<file path="config.mk">
export PLATFORM = sky130hd
export DESIGN_NAME = uart_rx
export DESIGN_NICKNAME = d
export VERILOG_FILES = /design/src/rtl/uart_rx.sv
export SDC_FILE = /design/constraint.sdc
export NUM_CORES = 1
export LEC_CHECK = 0
export CORE_ASPECT_RATIO = 1.5
export CORE_MARGIN = 2
export CORE_UTILIZATION = 60
export CTS_BUF_LIST = sky130_fd_sc_hd__clkbuf_8
export CTS_CLUSTER_DIAMETER = 60
export DETAILED_ROUTE_END_ITERATION = 6
export PLACE_DENSITY = 0.88
export SLEW_MARGIN = 20
export SYNTH_ARGS = -nofsm -noshare
export SYNTH_HDL_FRONTEND = slang
export SYNTH_SLANG_ARGS = --single-unit
</file>
<file path="constraint.sdc">
create_clock -name clock -period 2.4 [get_ports clock]
set_input_delay 0.24 -clock clock [delete_from_list [all_inputs] [get_ports clock]]
set_output_delay 0.24 -clock clock [all_outputs]
set_load 0.05 [all_outputs]
</file>
<file path="src/rtl/uart_rx.sv">
// 8N1 serial receiver for the program loader: mid-bit sampling, one-byte holding register,
// valid/enable handshake, framing and overrun error pulses, active-low rts.
module uart_rx #(
  parameter int unsigned CLOCK_COUNT_MAX = 1302
) (
  input  logic       clock,
  input  logic       reset,
  input  logic       rx,
  output logic       rts,
  output logic [7:0] read_data,
  output logic       read_data_valid,
  input  logic       read_data_enable,
  output logic       framing_error,
  output logic       overrun_error
);

  localparam int unsigned HALF_COUNT = CLOCK_COUNT_MAX / 2;
  localparam logic [15:0] CountMax   = 16'(CLOCK_COUNT_MAX);
  localparam logic [15:0] CountHalf  = 16'(HALF_COUNT);

  localparam logic [2:0] StIdle  = 3'd0;
  localparam logic [2:0] StStart = 3'd1;
  localparam logic [2:0] StData  = 3'd2;
  localparam logic [2:0] StStop  = 3'd3;
  localparam logic [2:0] StBreak = 3'd4;

  logic        sync1_q, sync2_q;
  logic [2:0]  state_q, state_d;
  logic [15:0] clk_cnt_q, clk_cnt_d;
  logic [3:0]  bit_cnt_q, bit_cnt_d;
  logic [7:0]  shift_q, shift_d;
  logic [7:0]  data_q, data_d;
  logic        valid_q, valid_d;
  logic        rts_q;
  logic        ferr_q, ferr_d;
  logic        oerr_q, oerr_d;
  logic        deliver;
  logic        rx_s;

  assign rx_s = sync2_q;

  always_comb begin
    state_d   = state_q;
    clk_cnt_d = clk_cnt_q;
    bit_cnt_d = bit_cnt_q;
    shift_d   = shift_q;
    ferr_d    = 1'b0;
    deliver   = 1'b0;
    case (state_q)
      StIdle: begin
        if (!rx_s) begin
          state_d   = StStart;
          clk_cnt_d = 16'd1;
        end
      end
      StStart: begin
        if (clk_cnt_q == CountHalf) begin
          // Line back high at mid start bit: treat as a glitch and resume idle.
          if (!rx_s) begin
            state_d   = StData;
            clk_cnt_d = 16'd1;
            bit_cnt_d = 4'd0;
          end else begin
            state_d = StIdle;
          end
        end else begin
          clk_cnt_d = clk_cnt_q + 16'd1;
        end
      end
      StData: begin
        if (clk_cnt_q == CountMax) begin
          shift_d   = {rx_s, shift_q[7:1]};
          bit_cnt_d = bit_cnt_q + 4'd1;
          clk_cnt_d = 16'd1;
          if (bit_cnt_q == 4'd7) begin
            state_d = StStop;
          end
        end else begin
          clk_cnt_d = clk_cnt_q + 16'd1;
        end
      end
      StStop: begin
        if (clk_cnt_q == CountMax) begin
          if (rx_s) begin
            deliver = 1'b1;
            state_d = StIdle;
          end else begin
            ferr_d  = 1'b1;
            state_d = StBreak;
          end
        end else begin
          clk_cnt_d = clk_cnt_q + 16'd1;
        end
      end
      StBreak: begin
        // Hold off until the line returns high so a held-low line cannot retrigger.
        if (rx_s) begin
          state_d = StIdle;
        end
      end
      default: state_d = StIdle;
    endcase
  end

  always_comb begin
    data_d  = data_q;
    valid_d = valid_q;
    oerr_d  = 1'b0;
    if (deliver) begin
      if (!valid_q) begin
        data_d  = shift_q;
        valid_d = 1'b1;
      end else if (read_data_enable) begin
        data_d = shift_q;
      end else begin
        oerr_d = 1'b1;
      end
    end else if (valid_q && read_data_enable) begin
      valid_d = 1'b0;
    end
  end

  always_ff @(posedge clock) begin
    if (reset) begin
      sync1_q   <= 1'b1;
      sync2_q   <= 1'b1;
      state_q   <= StIdle;
      clk_cnt_q <= 16'd0;
      bit_cnt_q <= 4'd0;
      shift_q   <= 8'd0;
      data_q    <= 8'd0;
      valid_q   <= 1'b0;
      rts_q     <= 1'b0;
      ferr_q    <= 1'b0;
      oerr_q    <= 1'b0;
    end else begin
      sync1_q   <= rx;
      sync2_q   <= sync1_q;
      state_q   <= state_d;
      clk_cnt_q <= clk_cnt_d;
      bit_cnt_q <= bit_cnt_d;
      shift_q   <= shift_d;
      data_q    <= data_d;
      valid_q   <= valid_d;
      rts_q     <= valid_d;
      ferr_q    <= ferr_d;
      oerr_q    <= oerr_d;
    end
  end

  assign rts             = rts_q;
  assign read_data       = data_q;
  assign read_data_valid = valid_q;
  assign framing_error   = ferr_q;
  assign overrun_error   = oerr_q;

endmodule

</file>
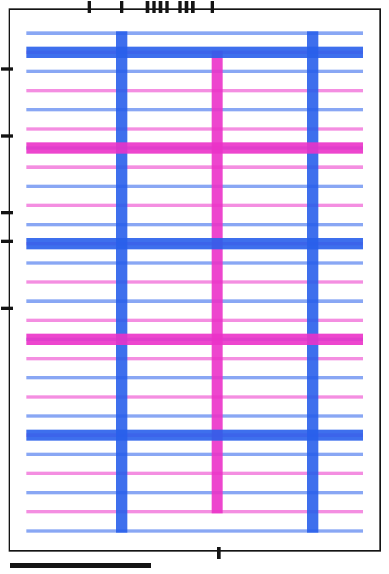
*Power grid, run 1*
Bar = 20 µm. Pins as bars on the die edge.
VDD -> magenta
VSS -> blue
signal pins = 16
rows = 26
met4 straps = 3
met1 rails = 27
met5 straps = 5

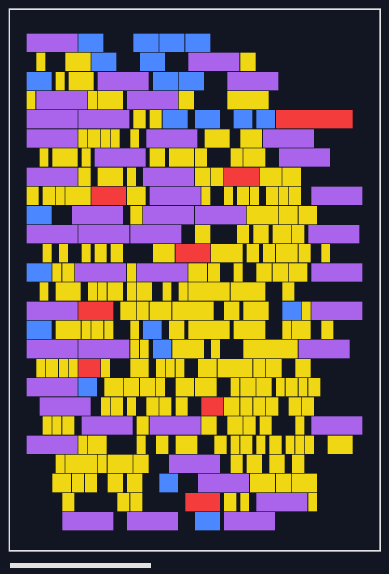
*Cells coloured by class, run 1*
Bar = 20 µm.
clock drivers and dummy loads -> red  # cells 8
registers -> purple  # cells 44
remaining logic cells -> yellow  # cells 196
remaining buffers and delay cells -> blue  # cells 22

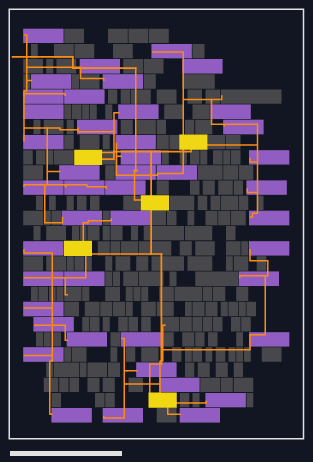
*Clock wires, drivers and flops, run 1*
Bar = 20 µm.
clock wires -> orange  # length 541 µm
clock-net drivers -> yellow  # count 5
flip-flops -> purple  # count 44
flops lie = all over the die
routed clock nets = 6

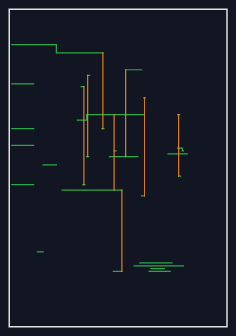
*Wiring by layer, run 1*
Only two layers are drawn.
M3 -> green  # wire length 133 µm
M4 -> orange  # wire length 160 µm
Total Wirelength: 4630 µm
via count: 1839
GRT Total Usage: 0.250
Avg WL per Cell: 14.8 µm

[run 1: logic make-up (layout without fill, tap and decap cells)]
| family | count (synthesis) | after routing | share of synthesized area |
|---|---|---|---|
| simple gates | 117 | 117 | 0.301 |
| compound gates | 52 | 52 | 0.158 |
| flops | 44 | 44 | 0.416 |
| buf+inv | 22 | 41 | 0.0461 |
| mux | 11 | 11 | 0.0520 |
| fa+ha+maj | 3 | 3 | 0.0177 |
| xor+xnor | 2 | 2 | 0.00828 |
[run 1: layout by cell type (no fill, tap or decap), drive strengths merged, types with 4 or more instances in the layout]
cell	instances
dfxtp	44
nand2	30
nor2	23
a21oi	23
clkdlybuf4s50	15
nand3	14
nor3	13
inv	11
mux2i	11
o21ai	8
or3	7
buf	7
clkbuf	5
nand4	5
nand2b	5
nor2b	4
o21a	4
or2	4
[run 1: power by group through the flow]
stage | logic (mW) | clock network [mW] | registers (mW)
finish | 0.0973 | 0.588 | 0.748
global route | 0.110 | 0.615 | 0.751
CTS | 0.0928 | 0.589 | 0.748
detailed placement | 0.0906 | 0 | 0.765
global placement | 0.0898 | 0 | 0.765
floorplan | 0.0777 | 0 | 0.759
[run 1: state kept, by name (all words and copies together) (netlist names)]
register and cells:
clk_cnt_q 16, read_data 8, shift_q 8, bit_cnt_q 4, state_q 3, framing_error 1, overrun_error 1, rts 1
rx_s 1, sync1_q 1
[run 1: layout make-up]
cell class              instances  area [µm²]
inverters                      11        41.3
repair buffers                 22         203
clock buffers                   5        68.8
fillers                       268         938
flip-flops and latches         44         881
multi-input cells             185        1150
clock inverters                 3        47.5
well taps                      42        52.6
[run 1: timing repair]
item	in CTS	in global routing
hold buffers	0	0
resized	0	2
setup endpoints to repair	0	6
==> Changelog: implementation, run 1 <==
### Changed

- Internal power: 1.09 mW
- Cell family with most CP delay: simple AND/OR/NAND/NOR gates
- Flip-flops with a built-in enable: 0
- H-tree depth: 2
- CP max stage delay: 0.52 ns
- Crit path capture: clk_cnt_q[11]$_SDFFE_PP0P_
- Post-Layout Cell Count: 312
- Crit Reg-Reg Endpoint: clk_cnt_q[11]$_SDFFE_PP0P_
- Fin. max-slew vios: 0
- Row count: 26
- Hold_sp: sync1_q$_SDFF_PP1_
- Synth top area share: 0.416
- Tightest Pin Transition: 0.504 ns
- Max clock buf depth: 2
- Detailed placement HPWL: 3260 µm
- Final worst-path setup slack: 0.164 ns
- ANT cells: 0
- Endpoint, Worst Hold: rx_s$_SDFF_PP1_
- Post-DP Area: 2310 µm²
- Cell taking the most area after synthesis: dfxtp_1
- Worst slew margin: 0.659
- Root Buffer: clkbuf_8
- Switching Share: 0.239
- RSZ-0062 raised after global routing: no
- Mapped Cells: 251
- Mapped Avg Cell Area: 8.43 µm²
- Data arrival, critical path: 2.46 ns
- Primary FF master, synth: dfxtp_1
- Setup violators final: 0
- Met3 wire length: 132 µm
- Cell count along the critical path: 7
- Reg2reg start: clk_cnt_q[10]$_SDFFE_PP0P_
- TNS Setup: 0 ns
- Crit path from: clk_cnt_q[10]$_SDFFE_PP0P_
- Postcts setup bufs: 0
- DRC Markers: 0
- Port buffer count: 15
- Yosys warnings: 0
- Power per cell area: 586 nW/µm²
- Worst Reg-to-Reg Cells: 7
- Worst path cell trace: nor4b_1 -> nand4_2 -> a211o_1 -> a21oi_4 -> buf_4 -> a21oi_1 -> mux2i_1
- Post-route cell area: 2440 µm²
- R2r setup slk: 0.16 ns
- Post-Route Skew: 0.00606 ns
- Layout Area Growth over Synthesis: 15.6%
- Fp util: 0.625
- Vias per inst: 5.89
- CTS buffer count: 5
- Async SR Flop Fraction: 0
- Status: finished, final reports clean
- Startpoint Class: flip-flop
- Worst EP required: 2.63 ns
- Met1 Usage GRT: 0.272
- Worst Setup End Kind: flip-flop
- Fraction of layout cells with a size suffix above 1: 0.107
- Gpl congestion: 0.894
- Worst Hold Path Cells: 1
## Run 2: what changed since run 1
--- a/config.mk
+++ b/config.mk
@@ -11,6 +11,7 @@
 export CTS_BUF_LIST = sky130_fd_sc_hd__clkbuf_8
 export CTS_CLUSTER_DIAMETER = 60
 export DETAILED_ROUTE_END_ITERATION = 6
+export MAX_ROUTING_LAYER = met4
 export PLACE_DENSITY = 0.88
 export SLEW_MARGIN = 20
 export SYNTH_ARGS = -nofsm -noshare
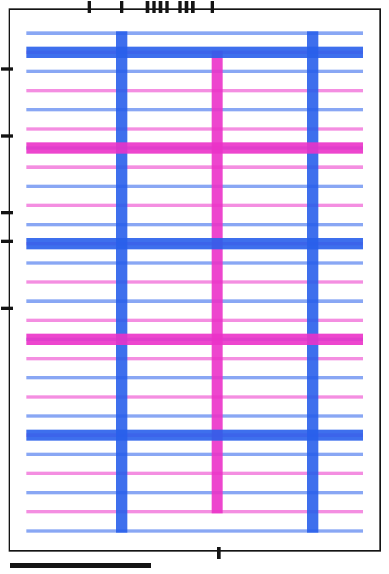
*Power grid, run 2*
Bar = 20 µm. Pins as bars on the die edge.
VDD -> magenta
VSS -> blue
met4 straps = 3
met5 straps = 5
met1 rails = 27
rows = 26
signal pins = 16
die height: 76.7 µm
Peak VDD IR: 0.539 mV
core area: 3380 µm²
Die X: 52.5 µm

==> Changelog: implementation, run 2 <==
### Changed

- CTS buffer count: 5
- Comb. cell area: 1150 µm²
- XOR Share, Synth: 0.00828
- Clock share of power: 0.412
- Simple-Gate Fraction of Synth Area: 0.301
- # Cells Yosys: 251
- Worst Reg-to-Reg Cells: 7
- Setup WS pre-CTS: 0.144 ns
- Filler Cell Count: 268
- Hold_sp: sync1_q$_SDFF_PP1_
- Synth top area share: 0.416
- Most numerous cell in the Yosys netlist: dfxtp_1
- Dominant comb cell: simple AND/OR/NAND/NOR gates
- Worst path cell trace: nor4b_1 -> nand4_2 -> a211o_1 -> a21oi_4 -> buf_4 -> a21oi_1 -> mux2i_1
- Worst slew margin: 0.656
- OpenROAD warning count: 27
- Mux share: 0.0520
- Power per cell area: 588 nW/µm²
- FF+latch area: 881 µm²
- Min-delay worst type: reg -> reg
- Layout Area Growth over Synthesis: 15.6%
- Row count: 26
- Leak pwr: 0.933 nW
- Root Buffer: clkbuf_8
- Library cells used by synthesis: 49
- TNS Setup: 0 ns
- Tightest Pin Transition: 0.508 ns
- Cell taking the most area after synthesis: dfxtp_1
- Status: finished, final reports clean
- R2r setup slk: 0.16 ns
- Crit path capture: clk_cnt_q[11]$_SDFFE_PP0P_
- Post-Route Skew: 0.00678 ns
- Psw: 347 µW
- Switching Share: 0.241
- Biggest register: clk_cnt_q
- Port buffer count: 15
- Yosys adder share: 0.0177
- Fp util: 0.625
- Met3 wire length: 152 µm
- Number of flip-flops in the largest register: 16
- H-tree depth: 2
- Top logic cell by instance count in the layout: dfxtp_1
- Fin. max-slew vios: 0
- Layout Nets: 276
- Postcts setup bufs: 0
- Post-route cell area: 2440 µm²
- Crit Reg-Reg Endpoint: clk_cnt_q[11]$_SDFFE_PP0P_
- Post-DP Area: 2310 µm²
- Detailed placement HPWL: 3260 µm
- Post-Layout Cell Count: 312
- Cell family with most CP delay: simple AND/OR/NAND/NOR gates
- Worst Setup End Kind: flip-flop
- Worst EP required: 2.63 ns
- Max clock buf depth: 2
- Clock Sink Count: 44
- Mapped Avg Cell Area: 8.43 µm²
- Flip-flops with a built-in enable: 0
- Yosys aoi share: 0.158
- Worst Hold Path Cells: 1
- Final worst-path setup slack: 0.163 ns
- ANT cells: 0
- Async SR Flop Fraction: 0
- Max Cap Violations: 0
- Yosys warnings: 0
- DRC Markers: 0
- DR top layer: met4
- Post-Syn Nets: 258
- Reg2reg start: clk_cnt_q[10]$_SDFFE_PP0P_
- Largest net degree at the start of global routing: 19
- Internal power: 1.09 mW
- Vias in the first global route: 1767
- Startpoint Class: flip-flop
- Setup violators final: 0
- Cell count along the critical path: 7
- Initial antenna violation count: 0
- Data arrival, critical path: 2.47 ns
- Cell area leaders: dfxtp_1 (42%), nand2_1 (5.3%), a21oi_1 (5.2%)
- Top cells excl fill/tap: dfxtp_1 (44), nand2_1 (30), nor2_1 (23)
- CP max stage delay: 0.52 ns
- Power Total: 1.44 mW
- RSZ-0062 raised after global routing: no
- Fraction of layout cells with a size suffix above 1: 0.107
- Vias per inst: 5.88
- Endpoint, Worst Hold: rx_s$_SDFF_PP1_
- Crit path from: clk_cnt_q[10]$_SDFFE_PP0P_
- Gpl congestion: 0.910
- Boundary Pins: 16
- Wire length on met2: 2480 µm
- Mapped Cells: 251
- Primary FF master, synth: dfxtp_1
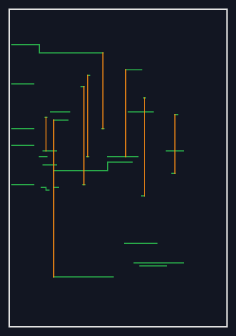
*Wiring by layer, run 2*
Only two layers are drawn.
Avg WL per Cell: 14.8 µm
via count: 1833
Total Wirelength: 4620 µm
GRT Total Usage: 0.258

-- run 2: worst reg2reg max path, delay by kind of cell, from the launching register on --
family | cells | cell delay (ns)
DFF | 1 | 0.37
buffers and inverters | 1 | 0.19
AOI/OAI and AO/OA | 3 | 0.67
muxes | 1 | 0.17
and+or+nand+nor | 2 | 0.77
-- run 2: repair_timing --
item / in CTS / in global routing
setup endpoints to repair: 0 / 6
hold buffers: 0 / 0
resized: 0 / 2
-- run 2: per-layer routing --
layer,vias up,GRT usage
li1,917,-
met1,857,0.273
met2,41,0.433
met3,18,0.0486
met4,0,0.146
met5,-,-
-- run 2: area by class of cell --
cell class                 count  area share
clock buffer                   5      0.0281
clock inverter                 3      0.0194
inverter                      11      0.0169
multi-input combinational    185       0.471
sequential                    44       0.360
tap                           42      0.0215
timing repair buffer          22      0.0829
-- run 2: cell families (layout without fill, tap and decap cells) --
kind of cell	after synthesis	in the layout
flops	44	44
buf+inv	22	41
mux	11	11
compound gates	52	52
xor+xnor	2	2
simple gates	117	117
fa+ha+maj	3	3
-- run 2: power groups by stage --
stage          combinational (mW)  sequential [mW]  clock (mW)
6_report                   0.0968            0.748       0.592
5_1_grt                     0.110            0.751       0.616
4_1_cts                    0.0928            0.748       0.589
3_5_place_dp               0.0906            0.765           0
3_3_place_gp               0.0898            0.765           0
2_1_floorplan              0.0777            0.759           0
## Run 3: what changed since run 2
--- a/config.mk
+++ b/config.mk
@@ -6,7 +6,7 @@
 export NUM_CORES = 1
 export LEC_CHECK = 0
 export CORE_ASPECT_RATIO = 1.5
-export CORE_MARGIN = 2
+export CORE_MARGIN = 5
 export CORE_UTILIZATION = 60
 export CTS_BUF_LIST = sky130_fd_sc_hd__clkbuf_8
 export CTS_CLUSTER_DIAMETER = 60
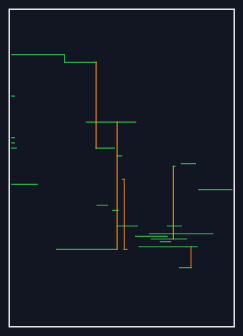
*Wiring by layer, run 3*
Only two layers are drawn.
Total Wirelength: 4550 µm
via count: 1805
GRT Total Usage: 0.219

==> Changelog: implementation, run 3 <==
### Changed

- Status: finished, final reports clean
- Peak VDD IR: 0.463 mV
- Setup WS pre-CTS: 0.189 ns
- Postcts setup bufs: 0
- Clock share of power: 0.417
- Hold_sp: sync1_q$_SDFF_PP1_
- Fraction of layout cells with a size suffix above 1: 0.0974
- Tightest Pin Transition: 0.618 ns
- Synth top area share: 0.416
- Internal power: 1.12 mW
- Die X: 58.5 µm
- Port buffer count: 15
- Primary FF master, synth: dfxtp_1
- Startpoint Class: flip-flop
- Cell area leaders: dfxtp_1 (42%), nand2_1 (5.3%), a21oi_1 (5.2%)
- Met3 wire length: 150 µm
- Mapped Cells: 251
- Comb group: 94.7 µW
- Max Cap Violations: 0
- Fp util: 0.619
- DRC Markers: 0
- Number of flip-flops in the largest register: 16
- Largest net degree at the start of global routing: 25
- Vias in the first global route: 1843
- Fin. max-slew vios: 0
- Worst path cell trace: inv_1 -> ha_1 -> and4b_4 -> a41oi_2 -> a31oi_2 -> nor3_2 -> nand2_1 -> mux2i_1
- Worst slew margin: 0.586
- Post-DP Area: 2290 µm²
- Power Total: 1.45 mW
- Flip-flops with a built-in enable: 0
- RSZ-0062 raised after global routing: no
- Yosys warnings: 0
- Top logic cell by instance count in the layout: dfxtp_1
- Crit Reg-Reg Endpoint: clk_cnt_q[11]$_SDFFE_PP0P_
- Endpoint, Worst Hold: rx_s$_SDFF_PP1_
- Core area: 3420 µm²
- Post-route cell area: 2420 µm²
- Top cells excl fill/tap: dfxtp_1 (44), nand2_1 (30), nor2_1 (23)
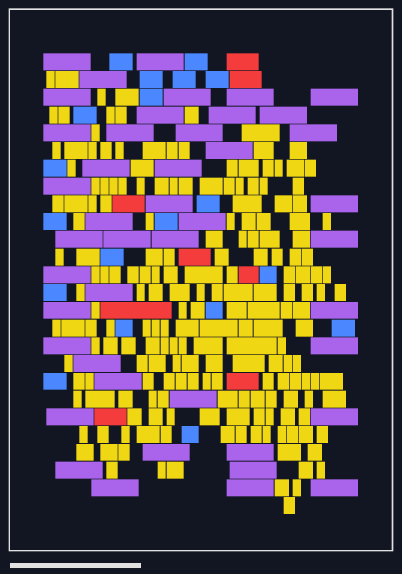
*Cells coloured by class, run 3*
Bar = 20 µm.
remaining logic cells -> yellow  # cells 196
registers -> purple  # cells 44
clock drivers and dummy loads -> red  # cells 8
remaining buffers and delay cells -> blue  # cells 19

## run 3: cell type report
cell class | instances | area [µm²]
well taps | 42 | 52.6
inverters | 11 | 41.3
multi-input cells | 185 | 1140
clock buffers | 6 | 82.6
clock inverters | 2 | 38.8
fillers | 269 | 995
repair buffers | 19 | 180
flip-flops and latches | 44 | 881
## run 3: cell families after synthesis
family | count (synthesis) | share of synthesized area
compound gates | 52 | 0.158
simple gates | 117 | 0.301
flops | 44 | 0.416
xor+xnor | 2 | 0.00828
buf+inv | 22 | 0.0461
mux | 11 | 0.0520
fa+ha+maj | 3 | 0.0177
## run 3: how the worst max path moves through the flow
stage               slack (ns)  cells after the start                    endpoint                       from
floorplan                 0.33                      9   clk_cnt_q[9]$_SDFFE_PP0P_  clk_cnt_q[0]$_SDFFE_PP0P_
global placement          0.22                      8  clk_cnt_q[15]$_SDFFE_PP0P_  clk_cnt_q[1]$_SDFFE_PP0P_
detailed placement        0.19                      8   clk_cnt_q[8]$_SDFFE_PP0P_  clk_cnt_q[1]$_SDFFE_PP0P_
CTS                       0.16                      8   clk_cnt_q[8]$_SDFFE_PP0P_  clk_cnt_q[1]$_SDFFE_PP0P_
global route              0.04                      8  clk_cnt_q[11]$_SDFFE_PP0P_  clk_cnt_q[0]$_SDFFE_PP0P_
finish                    0.20                      8  clk_cnt_q[11]$_SDFFE_PP0P_  clk_cnt_q[0]$_SDFFE_PP0P_
## run 3: worst max-delay path, delay by kind of cell (launching register included)
| family | cells | cell delay (ns) |
|---|---|---|
| AND/OR/NAND/NOR | 3 | 0.88 |
| flip-flops | 1 | 0.40 |
| AND-OR/OR-AND | 2 | 0.38 |
| adder cells (fa/ha/maj) | 1 | 0.20 |
| multiplexers | 1 | 0.17 |
| buffers and inverters | 1 | 0.10 |
Power and IR drop assume default switching activity.
